run_1/final_congestion.png
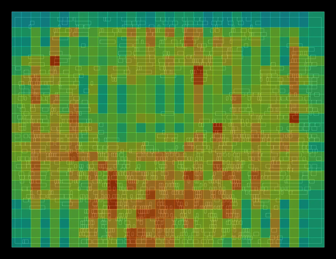
run_1/density.png
23 x 17 tiles, from white (low) to dark blue (high), 0 to 100% covered.
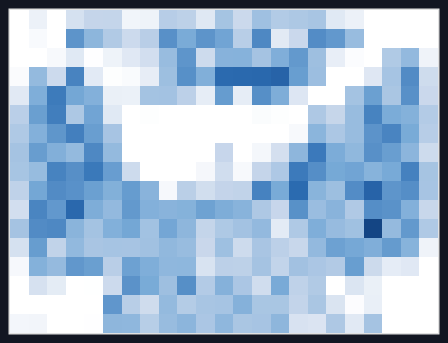
run_1/metal_stack.png
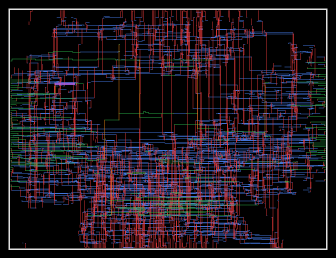
--- src/rtl/cpu_pkg.sv ---
// Shared CPU front-end definitions: fetch FSM states, datapath widths and the
// {pc, inst} payload carried through the fetch buffer.
package cpu_pkg;

  localparam int unsigned XLEN        = 32;
  localparam int unsigned INST_W      = 32;
  localparam int unsigned FETCH_DEPTH = 2;

  localparam logic [XLEN-1:0] PC_STEP = XLEN'(4);

  typedef enum logic [1:0] {
    IDLE = 2'd0,
    REQ  = 2'd1,
    WAIT = 2'd2
  } fetch_state_t;

  typedef struct packed {
    logic [XLEN-1:0]   pc;
    logic [INST_W-1:0] inst;
  } fetch_entry_t;

endpackage

--- src/rtl/fetch_buffer.sv ---
// Two-entry FIFO of fetched {pc, inst} pairs between instruction memory and
// decode. Flush empties it in one edge; the head is read straight from storage.
module fetch_buffer
  import cpu_pkg::*;
(
  input  logic         i_clk,
  input  logic         i_rst,
  input  logic         i_push,
  input  fetch_entry_t i_push_data,
  input  logic         i_pop,
  input  logic         i_flush,
  output logic [1:0]   o_count,
  output fetch_entry_t o_head
);

  fetch_entry_t r_mem [FETCH_DEPTH];
  logic         r_wr_ptr;
  logic         r_rd_ptr;
  logic [1:0]   r_count;

  always_ff @(posedge i_clk) begin
    if (i_rst) begin
      for (int i = 0; i < int'(FETCH_DEPTH); i++) begin
        r_mem[i] <= '0;
      end
      r_wr_ptr <= 1'b0;
      r_rd_ptr <= 1'b0;
      r_count  <= 2'd0;
    end else if (i_flush) begin
      r_wr_ptr <= 1'b0;
      r_rd_ptr <= 1'b0;
      r_count  <= 2'd0;
    end else begin
      if (i_push) begin
        r_mem[r_wr_ptr] <= i_push_data;
        r_wr_ptr        <= ~r_wr_ptr;
      end
      if (i_pop) begin
        r_rd_ptr <= ~r_rd_ptr;
      end
      r_count <= r_count + 2'(i_push) - 2'(i_pop);
    end
  end

  assign o_count = r_count;
  assign o_head  = r_mem[r_rd_ptr];

endmodule

--- src/rtl/fetch_unit.sv ---
// Instruction fetch stage: drives the next PC, issues one word request at a time
// over req/gnt/rvalid and buffers returned instructions for decode.
module fetch_unit
  import cpu_pkg::*;
#(
  parameter logic [XLEN-1:0] RESET_ADDR = 32'h0000_0000
) (
  input  logic              i_clk,
  input  logic              i_rst,
  input  logic [XLEN-1:0]   i_pc,
  output logic [XLEN-1:0]   o_pc_next,
  input  logic              i_redirect,
  input  logic [XLEN-1:0]   i_redirect_addr,
  output logic              o_imem_req,
  output logic [XLEN-1:0]   o_imem_addr,
  input  logic              i_imem_gnt,
  input  logic              i_imem_rvalid,
  input  logic [INST_W-1:0] i_imem_rdata,
  output logic              o_inst_valid,
  output logic [INST_W-1:0] o_inst,
  output logic [XLEN-1:0]   o_inst_pc,
  input  logic              i_inst_ready
);

  localparam logic [XLEN-1:0] WORD_MASK = ~XLEN'(3);

  fetch_state_t    r_state;
  fetch_state_t    w_state_next;
  logic [XLEN-1:0] r_req_addr;
  logic [XLEN-1:0] r_req_pc;
  logic            r_drop;
  logic            w_drop_next;
  logic            w_issue;
  logic            w_issue_ok;
  logic            w_resp;
  logic            w_push;
  logic            w_pop;
  logic [1:0]      w_count;
  logic [1:0]      w_count_after;
  fetch_entry_t    w_head;
  fetch_entry_t    w_push_data;

  // A response coinciding with a redirect belongs to the old path and is dropped.
  assign w_resp        = (r_state == WAIT) && i_imem_rvalid;
  assign w_push        = w_resp && !r_drop && !i_redirect;
  assign w_pop         = o_inst_valid && i_inst_ready;
  assign w_count_after = w_count + 2'(w_push) - 2'(w_pop);
  assign w_issue_ok    = !i_redirect && (w_count_after < 2'd2);
  assign w_push_data   = '{pc: r_req_pc, inst: i_imem_rdata};

  always_comb begin
    w_state_next = r_state;
    w_drop_next  = r_drop;
    w_issue      = 1'b0;
    case (r_state)
      IDLE: w_issue = w_issue_ok;
      REQ: begin
        if (i_imem_gnt) begin
          w_state_next = WAIT;
        end
      end
      WAIT: begin
        if (i_imem_rvalid) begin
          w_drop_next  = 1'b0;
          w_issue      = w_issue_ok;
          w_state_next = IDLE;
        end
      end
      default: w_state_next = IDLE;
    endcase
    if (w_issue) begin
      w_state_next = REQ;
    end
    // Only a request still outstanding after this cycle needs its data dropped.
    if (i_redirect && ((r_state == REQ) || ((r_state == WAIT) && !i_imem_rvalid))) begin
      w_drop_next = 1'b1;
    end
  end

  always_ff @(posedge i_clk) begin
    if (i_rst) begin
      r_state    <= IDLE;
      r_drop     <= 1'b0;
      r_req_addr <= '0;
      r_req_pc   <= RESET_ADDR;
    end else begin
      r_state <= w_state_next;
      r_drop  <= w_drop_next;
      if (w_issue) begin
        r_req_addr <= i_pc & WORD_MASK;
        r_req_pc   <= i_pc;
      end
    end
  end

  always_comb begin
    o_pc_next = i_pc;
    if (i_rst) begin
      o_pc_next = i_pc;
    end else if (i_redirect) begin
      o_pc_next = i_redirect_addr & WORD_MASK;
    end else if (w_issue) begin
      o_pc_next = i_pc + PC_STEP;
    end
  end

  fetch_buffer u_buf (
    .i_clk       (i_clk),
    .i_rst       (i_rst),
    .i_push      (w_push),
    .i_push_data (w_push_data),
    .i_pop       (w_pop),
    .i_flush     (i_redirect),
    .o_count     (w_count),
    .o_head      (w_head)
  );

  assign o_imem_req   = (r_state == REQ);
  assign o_imem_addr  = r_req_addr;
  assign o_inst_valid = (w_count != 2'd0);
  assign o_inst       = w_head.inst;
  assign o_inst_pc    = w_head.pc;

endmodule

--- config.mk ---
export PLATFORM = sky130hd
export DESIGN_NAME = fetch_unit
export DESIGN_NICKNAME = d
export VERILOG_FILES = /design/src/rtl/cpu_pkg.sv /design/src/rtl/fetch_buffer.sv /design/src/rtl/fetch_unit.sv
export SDC_FILE = /design/constraint.sdc
export NUM_CORES = 1
export LEC_CHECK = 0
export ABC_AREA = 1
export CORE_ASPECT_RATIO = 0.75
export CORE_MARGIN = 2
export CORE_UTILIZATION = 25
export CTS_CLUSTER_SIZE = 40
export DETAILED_ROUTE_END_ITERATION = 10
export GPL_TIMING_DRIVEN = 0
export PLACE_DENSITY = 0.52
export SYNTH_ARGS = -nofsm -noshare
export SYNTH_HDL_FRONTEND = slang
export SYNTH_HIERARCHICAL = 1
export SYNTH_SLANG_ARGS = --single-unit
--- constraint.sdc ---
create_clock -name i_clk -period 3.9 [get_ports i_clk]
set_input_delay 0.78 -clock i_clk [delete_from_list [all_inputs] [get_ports i_clk]]
set_output_delay 0.78 -clock i_clk [all_outputs]
set_load 0.02 [all_outputs]
==> ci_impl_report.md, run 1 <==
### Flow metrics

| Metric | Value |
|---|---|
| Synth Seq Share | `0.5061` |
| Slowest-stage cell, CP | `clkdlybuf4s50_1` |
| Ys async rst share | `0` |
| FP Util | `0.2547` |
| Critical path class | `in2out` |
| CP most frequent cell | `nand2_1` |
| H-tree levels | `4` |
| Clock sinks | `168` |
| CTS max path bufs | `2` |
| Clock Root Buffer | `clkbuf_16` |
| Lkg Pwr | `5.249 nW` |
| Top-count cell post-synth | `nand2_1` |
| Distinct cell type count after synthesis | `34` |
| Outcome | `finished clean` |
| Clk slew on worst S/H paths | `70 ps` |
| Tool Warnings | `29` |
| Final Hold Vio Count | `0` |
| Row count | `60` |
| Ys cells | `around 1100` |
| Top power group | `sequential cells` |
| Routed vias/inst | `~4.4` |
| Initial DRT Pass Iterations | `6` |
| Global route overflow | `0` |
| Setup crit start kind | `input port` |
| Yosys chip area | `9176 um2` |
| Crit path max-delay family | `buffers and inverters` |
| Commonest Layout Cell | `nand2_1` |
| Die area | `38270 um2` |
| Final non-filler cell total | `1819` |
| Final ANT Viol Nets | `0` |
| Tmin final | `3767 ps` |
| Die W | `225.2 um` |
| Synthesized cell area | `9176 um2` |
| Post-place instance area | `12080 um2` |
| Seq power | `0.00204 W` |
| Final WS setup | `133.3 ps` |
Notes on final_congestion.png above:
grt peak-use layer: met2
grt met2 use: 0.2473

Notes on density.png above:
The densest ninth of the die: east. 2.0% of the tiles are over 75% full. 18% of the tiles are nearly empty. The mean over all tiles is 32%. The fullest tile reaches 92%.
core area: 36030 um2
Finished Core Util: 0.3504

Notes on metal_stack.png above:
Orange marks met4, wire length 243 um. Green marks met3, wire length 2400 um. Purple marks met5, wire length 12.9 um. Blue marks met1, wire length 15200 um. Red marks met2, wire length 13200 um.

[run 1: flip-flops by register name, summed over array words and instances (netlist names), named ones only]
signal / flops
u_buf/o_count: 2
u_buf/r_mem: 128
r_req_pc: 32
r_state: 2
r_drop: 1
u_buf/r_wr_ptr: 1
u_buf/r_rd_ptr: 1
[run 1: path summary, 6_finish.rpt]
path | start | endpoint | slack [ps] | cells after the start
setup / recovery | i_inst_ready | o_pc_next[29] | 130 | 14
hold / removal | u_buf/r_wr_ptr | u_buf/r_wr_ptr | 480 | 2
setup reg to reg | r_state[0] | u_buf/r_mem[0][40] | 1570 | 10
hold reg to reg | u_buf/r_wr_ptr | u_buf/r_wr_ptr | 480 | 2
[run 1: area by class of cell]
class / count / area [um2]
fill: 3761 / 23410
sequential: 168 / 4644
multi-input combinational: 726 / 3627
timing repair buffer: 232 / 2198
buffer: 82 / 583.1
tap: 465 / 581.8
clock buffer: 19 / 452.9
inverter: 111 / 421.7
clock inverter: 13 / 110.1
antenna: 3 / 7.507
[run 1: per-layer routing]
layer	global-route usage	share of wire
met1	0.2366	0.49
met2	0.2473	0.43
met3	0.04817	0.077
met4	0.03369	0.0078
met5	0	0.00039
[run 1: cells by family (layout without fill, tap and decap cells)]
logic type                 Yosys count  in the layout  share of synthesized area
muxes                               64             64                    0.07854
DFF                                168            168                     0.5061
xor gates and xnor gates            12             12                    0.01145
adders and majority gates            4              4                   0.005454
buffers and inverters              193            457                     0.1064
AOI/OAI and AO/OA                   64             64                    0.03668
other                                1              5                  0.0004087
and+or+nand+nor                    580            580                     0.2550
run_1/gate_families.png
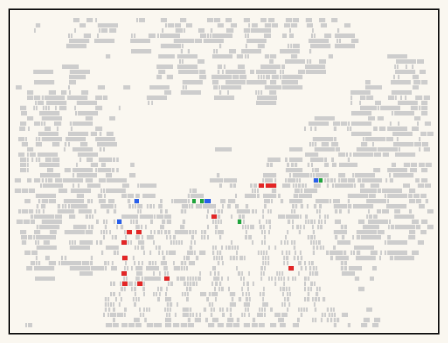

==> run 1 -> run 2 <==
- PLACE_DENSITY: 0.52 -> 0.51
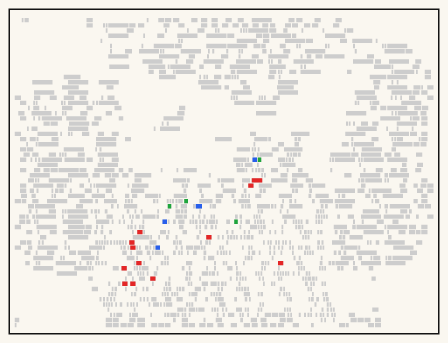
run_2/gate_families.png
Red marks XOR/XNOR gates, cells 12. Green marks AND and OR gates, cells 4, where center. Blue marks AND-OR and OR-AND gates, cells 4.

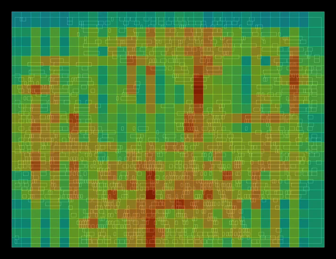
run_2/final_congestion.png
WL per Instance: 16.97 um
overall routing resource usage: 0.1628
Finished Core Util: 0.3526
grt met2 use: 0.2445
routing usage on met3: 0.05369

==> run 2 against run 1 <==
Against the previous run: sequential power about the same; clock-buffer cell count is 2 lower; final cell count is 0.22% lower; register-to-register slack barely moved; critical path type unchanged; core utilization is 0.22 points higher; die area did not move; worst setup slack got worse by 61 ps.
==> ci_impl_report.md, run 2 <==
### Flow metrics

| Metric | Value |
|---|---|
| Highest Signal Layer | `met5 (unchanged)` |
| Routed vias/inst | `4.363 (was 4.374)` |
| Clock Root Buffer | `clkbuf_16 (unchanged)` |
| Clk slew on worst S/H paths | `70 ps (about the same)` |
| Row count | `60 (unchanged)` |
| Setup crit start kind | `input port (unchanged)` |
| Critical Path Source | `i_pc[12] (was i_inst_ready)` |
| Reg2Reg Depth | `10 (unchanged)` |
| Worst reg2reg path endpoint | `u_buf/r_mem[0][32] (was u_buf/r_mem[0][40])` |
| Fill count | `3801 (was 3761)` |
| Initial DRT Pass Iterations | `5 (was 6)` |
| Logic area | `3632 um2 (was 3627 um2)` |
| Final WS setup | `72.77 ps (was 133.3 ps)` |
| Ys cells | `1086 (unchanged)` |
| Distinct cell type count after synthesis | `34 (unchanged)` |
| WP data required | `3120 ps (about the same)` |
| Worst hold path startpoint | `r_req_pc[9] (was u_buf/r_wr_ptr)` |
| Clock sinks | `168 (unchanged)` |
| Routed wl met3 | `2402 um (was 2396 um)` |
| Tmin final | `3827 ps (was 3767 ps)` |
| Final ANT Viol Nets | `0 (unchanged)` |
| Ys async rst share | `0 (unchanged)` |
| Lkg Pwr | `5.274 nW (was 5.249 nW)` |
| Biggest regs | `u_buf/r_mem x128, r_req_pc x32 (unchanged)` |
| Synth Seq Share | `0.5061 (unchanged)` |
| Post-place instance area | `12080 um2 (unchanged)` |
| Hold Path Depth | `2 (unchanged)` |
| CP most frequent cell | `nand2_1 (unchanged)` |
| GRT met1 Usage | `0.2275 (was 0.2366)` |
| Final Hold Vio Count | `0 (unchanged)` |
| Top reg by flops | `u_buf/r_mem (unchanged)` |
| Final non-filler cell total | `1815 (was 1819)` |
| Slowest-stage cell, CP | `clkdlybuf4s50_1 (unchanged)` |
| Tool Warnings | `28 (was 29)` |
| Final total power | `0.004591 W (was 0.004498 W)` |
| Hold endpoint | `r_req_pc[9] (was u_buf/r_wr_ptr)` |
| Grt peak-use layer | `met2 (unchanged)` |
| Met2 wire length | `13370 um (was 13230 um)` |
| Outcome | `finished clean (unchanged)` |
| Top-count cell post-synth | `nand2_1 (unchanged)` |
| Die area | `38270 um2 (unchanged)` |
| H-tree levels | `4 (unchanged)` |
| Commonest Layout Cell | `nand2_1 (unchanged)` |
| Critical path class | `in2out (unchanged)` |
| Largest register FFs | `128 (unchanged)` |
| Die W | `225.2 um (unchanged)` |
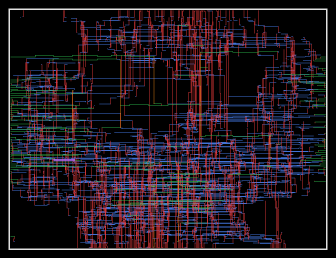
run_2/metal_stack.png
Orange marks met4, wire length 286 um. Green marks met3, wire length 2400 um. Blue marks met1, wire length 14700 um. Purple marks met5, wire length 13.8 um. Red marks met2, wire length 13400 um.

## run 2: cell counts after synthesis
No cell type changed its count.
## run 2: power by group
part	total, W	switching (W)	internal, W
registers	0.00204	0.0000430	0.00199
clock network	0.00173	0.000812	0.000920
logic	0.000823	0.000467	0.000356
total	0.00459	0.00132	0.00327
## run 2: final cells by class
| class | instances | area share |
|---|---|---|
| multi-input combinational | 726 | 0.2858 |
| buffer | 82 | 0.04539 |
| inverter | 111 | 0.03318 |
| clock inverter | 15 | 0.01378 |
| sequential | 168 | 0.3655 |
| clock buffer | 17 | 0.03348 |
| antenna | 2 | 0.0003939 |
| timing repair buffer | 229 | 0.1766 |
| tap | 465 | 0.04579 |
## run 2: critical path, delay by kind of cell
| family | cells | cell delay [ps] |
|---|---|---|
| xor gates and xnor gates | 1 | 320 |
| buffers and inverters | 2 | 970 |
| and+or+nand+nor | 8 | 960 |
## run 2: how the worst max path moves through the flow
stage,end,cells past startpoint,slack (ps)
after floorplan,u_buf/r_mem[0][0],9,500
after global placement,u_buf/r_mem[0][40],10,-1670
after detailed placement,o_pc_next[27],14,-650
after CTS,o_pc_next[27],14,0.003
after global routing,o_pc_next[14],14,-0.7
final,o_pc_next[14],11,70
## run 2: timing repair
action	4_1_cts	5_1_grt
hold buffers	0	0
setup buffers	0	2
endpoints found under the setup margin	30	29
pin swaps	0	1
gates resized	51	52
## run 2: cells by family after synthesis
kind of cell / count (synthesis) / synth area share
buf+inv: 193 / 0.1064
mux: 64 / 0.07854
flops: 168 / 0.5061
other cells: 1 / 0.0004087
compound gates: 64 / 0.03668
xor+xnor: 12 / 0.01145
fa+ha+maj: 4 / 0.005454
simple gates: 580 / 0.2550
run_2/density.png
23 x 17 tiles, from white (low) to dark blue (high), 0 to 100% covered.
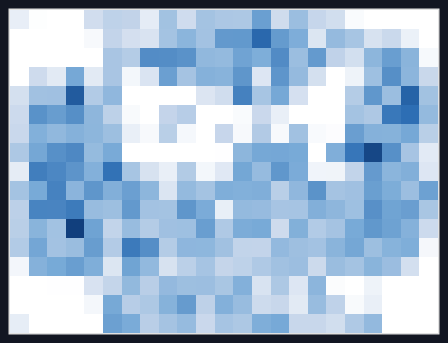

==> run 2 -> run 3 <==
- GPL_TIMING_DRIVEN: 0 -> not set
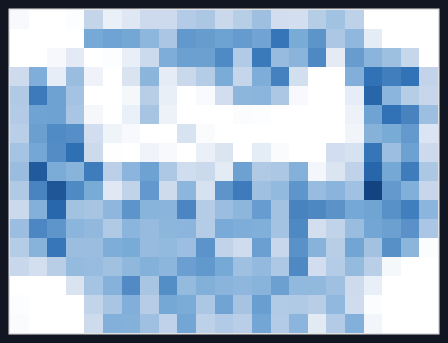
run_3/density.png
23 x 17 tiles, from white (low) to dark blue (high), 0 to 100% covered.
The mean over all tiles is 32%. 19% of the tiles are nearly empty. The fullest tile reaches 93%. 1.5% of the tiles are over 75% full. The emptiest ninth of the die: north-west.

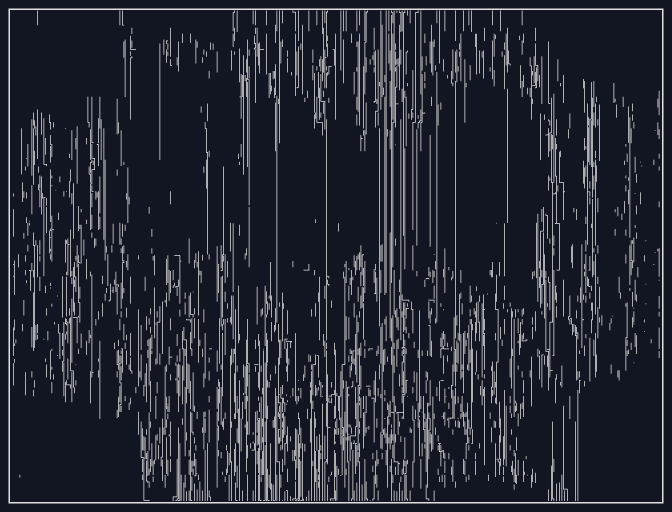
run_3/met2.png
The longest straight run is 97.4 um. The layer holds 45% of the routed length. The layer carries 12800 um of wire. The wires run mostly vertical.
final WL: 28690 um
total number of vias: 7785
grt met2 use: 0.2312

==> run 3 against run 2 <==
Against the previous run: clock power fell by 6%; clock-buffer cell count increased by 2; sequential power is essentially flat; largest cell class unchanged; core utilization is 0.11 points higher; sequential cell count is the same; synthesized cell count unchanged; sequential share of layout area decreased by 0.082 points; area after synthesis did not move; critical path type unchanged.
==> ci_impl_report.md, run 3 <==
### Flow metrics

| Metric | Value |
|---|---|
| Reg area | `4648 um2 (was 4644 um2)` |
| Top reg by flops | `u_buf/r_mem (unchanged)` |
| Synthesized cell area | `9176 um2 (unchanged)` |
| Sequential share of cell area | `0.3647 (was 0.3655)` |
| Non-clock buffer count | `299 (was 311)` |
| Cts hold-fix bufs | `0 (unchanged)` |
| Crit path max-delay family | `buffers and inverters (unchanged)` |
| ANT cells | `4 (was 2)` |
| RR Startpoint | `u_buf/o_count[1] (was r_state[0])` |
| Synth Seq Share | `0.5061 (unchanged)` |
| Largest register FFs | `128 (unchanged)` |
| Die W | `225.2 um (unchanged)` |
| Core area | `36030 um2 (unchanged)` |
| Critical Path Source | `i_inst_ready (was i_pc[12])` |
| Outcome | `finished clean (unchanged)` |
| Die area | `38270 um2 (unchanged)` |
| WL per Instance | `15.89 um (was 16.97 um)` |
| Clk slew on worst S/H paths | `70 ps (about the same)` |
| Overall routing resource usage | `0.1523 (was 0.1628)` |
| Routed vias/inst | `4.313 (was 4.363)` |
| Distinct cell type count after synthesis | `34 (unchanged)` |
| Clock buffers | `19 (was 17)` |
| Crit path to | `o_pc_next[30] (was o_pc_next[14])` |
| # Post-CTS Setup Buffers | `0 (unchanged)` |
| Crit. path cell count | `14 (was 11)` |
| Clock network area share | `0.04349 (was 0.04726)` |
| Yosys chip area | `9176 um2 (unchanged)` |
| Reg2Reg Depth | `10 (unchanged)` |
| Ys cells | `1086 (unchanged)` |
| Final ANT Viol Nets | `0 (unchanged)` |
| Buffers & Inverters on Critical Path | `5 (was 2)` |
| Tool Warnings | `28 (unchanged)` |
| Clock Root Buffer | `clkbuf_16 (unchanged)` |
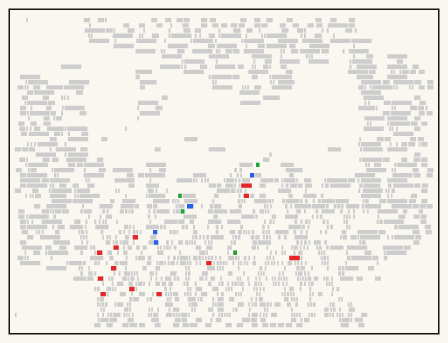
run_3/gate_families.png
Red marks XOR/XNOR gates, cells 12. Blue marks AND-OR and OR-AND gates, cells 4. Green marks AND and OR gates, cells 4, where center.
final non-filler cell total: 1805
Commonest Layout Cell: nand2_1

-- run 3: per-layer routing --
metal | GRT usage | vias to the layer above | routed length, um
li1 | - | 3906 | -
met2 | 0.2312 | 190 | 12800
met5 | 0 | - | 0
met1 | 0.2050 | 3667 | 13450
met3 | 0.04765 | 22 | 2081
met4 | 0.05068 | 0 | 353
-- run 3: where the power goes --
group	internal, W	switching [W]	total [W]	leakage (nW)
Sequential	0.00199	0.0000476	0.00204	1.65
Clock	0.000883	0.000748	0.00163	0.258
Combinational	0.000364	0.000442	0.000806	3.46
-- run 3: how the worst min path moves through the flow --
stage,cells past startpoint,to
2_1_floorplan,2,u_buf/r_wr_ptr
3_3_place_gp,2,u_buf/r_rd_ptr
3_5_place_dp,2,register
4_1_cts,2,r_req_pc[9]
5_1_grt,2,r_req_pc[9]
6_report,2,u_buf/r_rd_ptr
-- run 3: per-stage QoR --
stage | util | area [um2] | std cells
finish | 0.3537 | 12750 | 1805
global route | 0.3536 | 12740 | 1804
CTS | 0.3518 | 12680 | 1801
detailed placement | 0.3364 | 12120 | 1769
global placement | 0.3364 | 12120 | 1769
floorplan | - | 9180 | 1087
-- run 3: cells by family after synthesis --
| group | Yosys count | synth area share |
|---|---|---|
| flops | 168 | 0.5061 |
| other cells | 1 | 0.0004087 |
| buf+inv | 193 | 0.1064 |
| xor+xnor | 12 | 0.01145 |
| simple gates | 580 | 0.2550 |
| mux | 64 | 0.07854 |
| fa+ha+maj | 4 | 0.005454 |
| compound gates | 64 | 0.03668 |
-- run 3: what timing repair did --
item,CTS,global route
resized,15,19
endpoints found under the setup margin,15,17
pin swaps,1,0
No activity file was given, so power comes from the tool's default toggle rates.
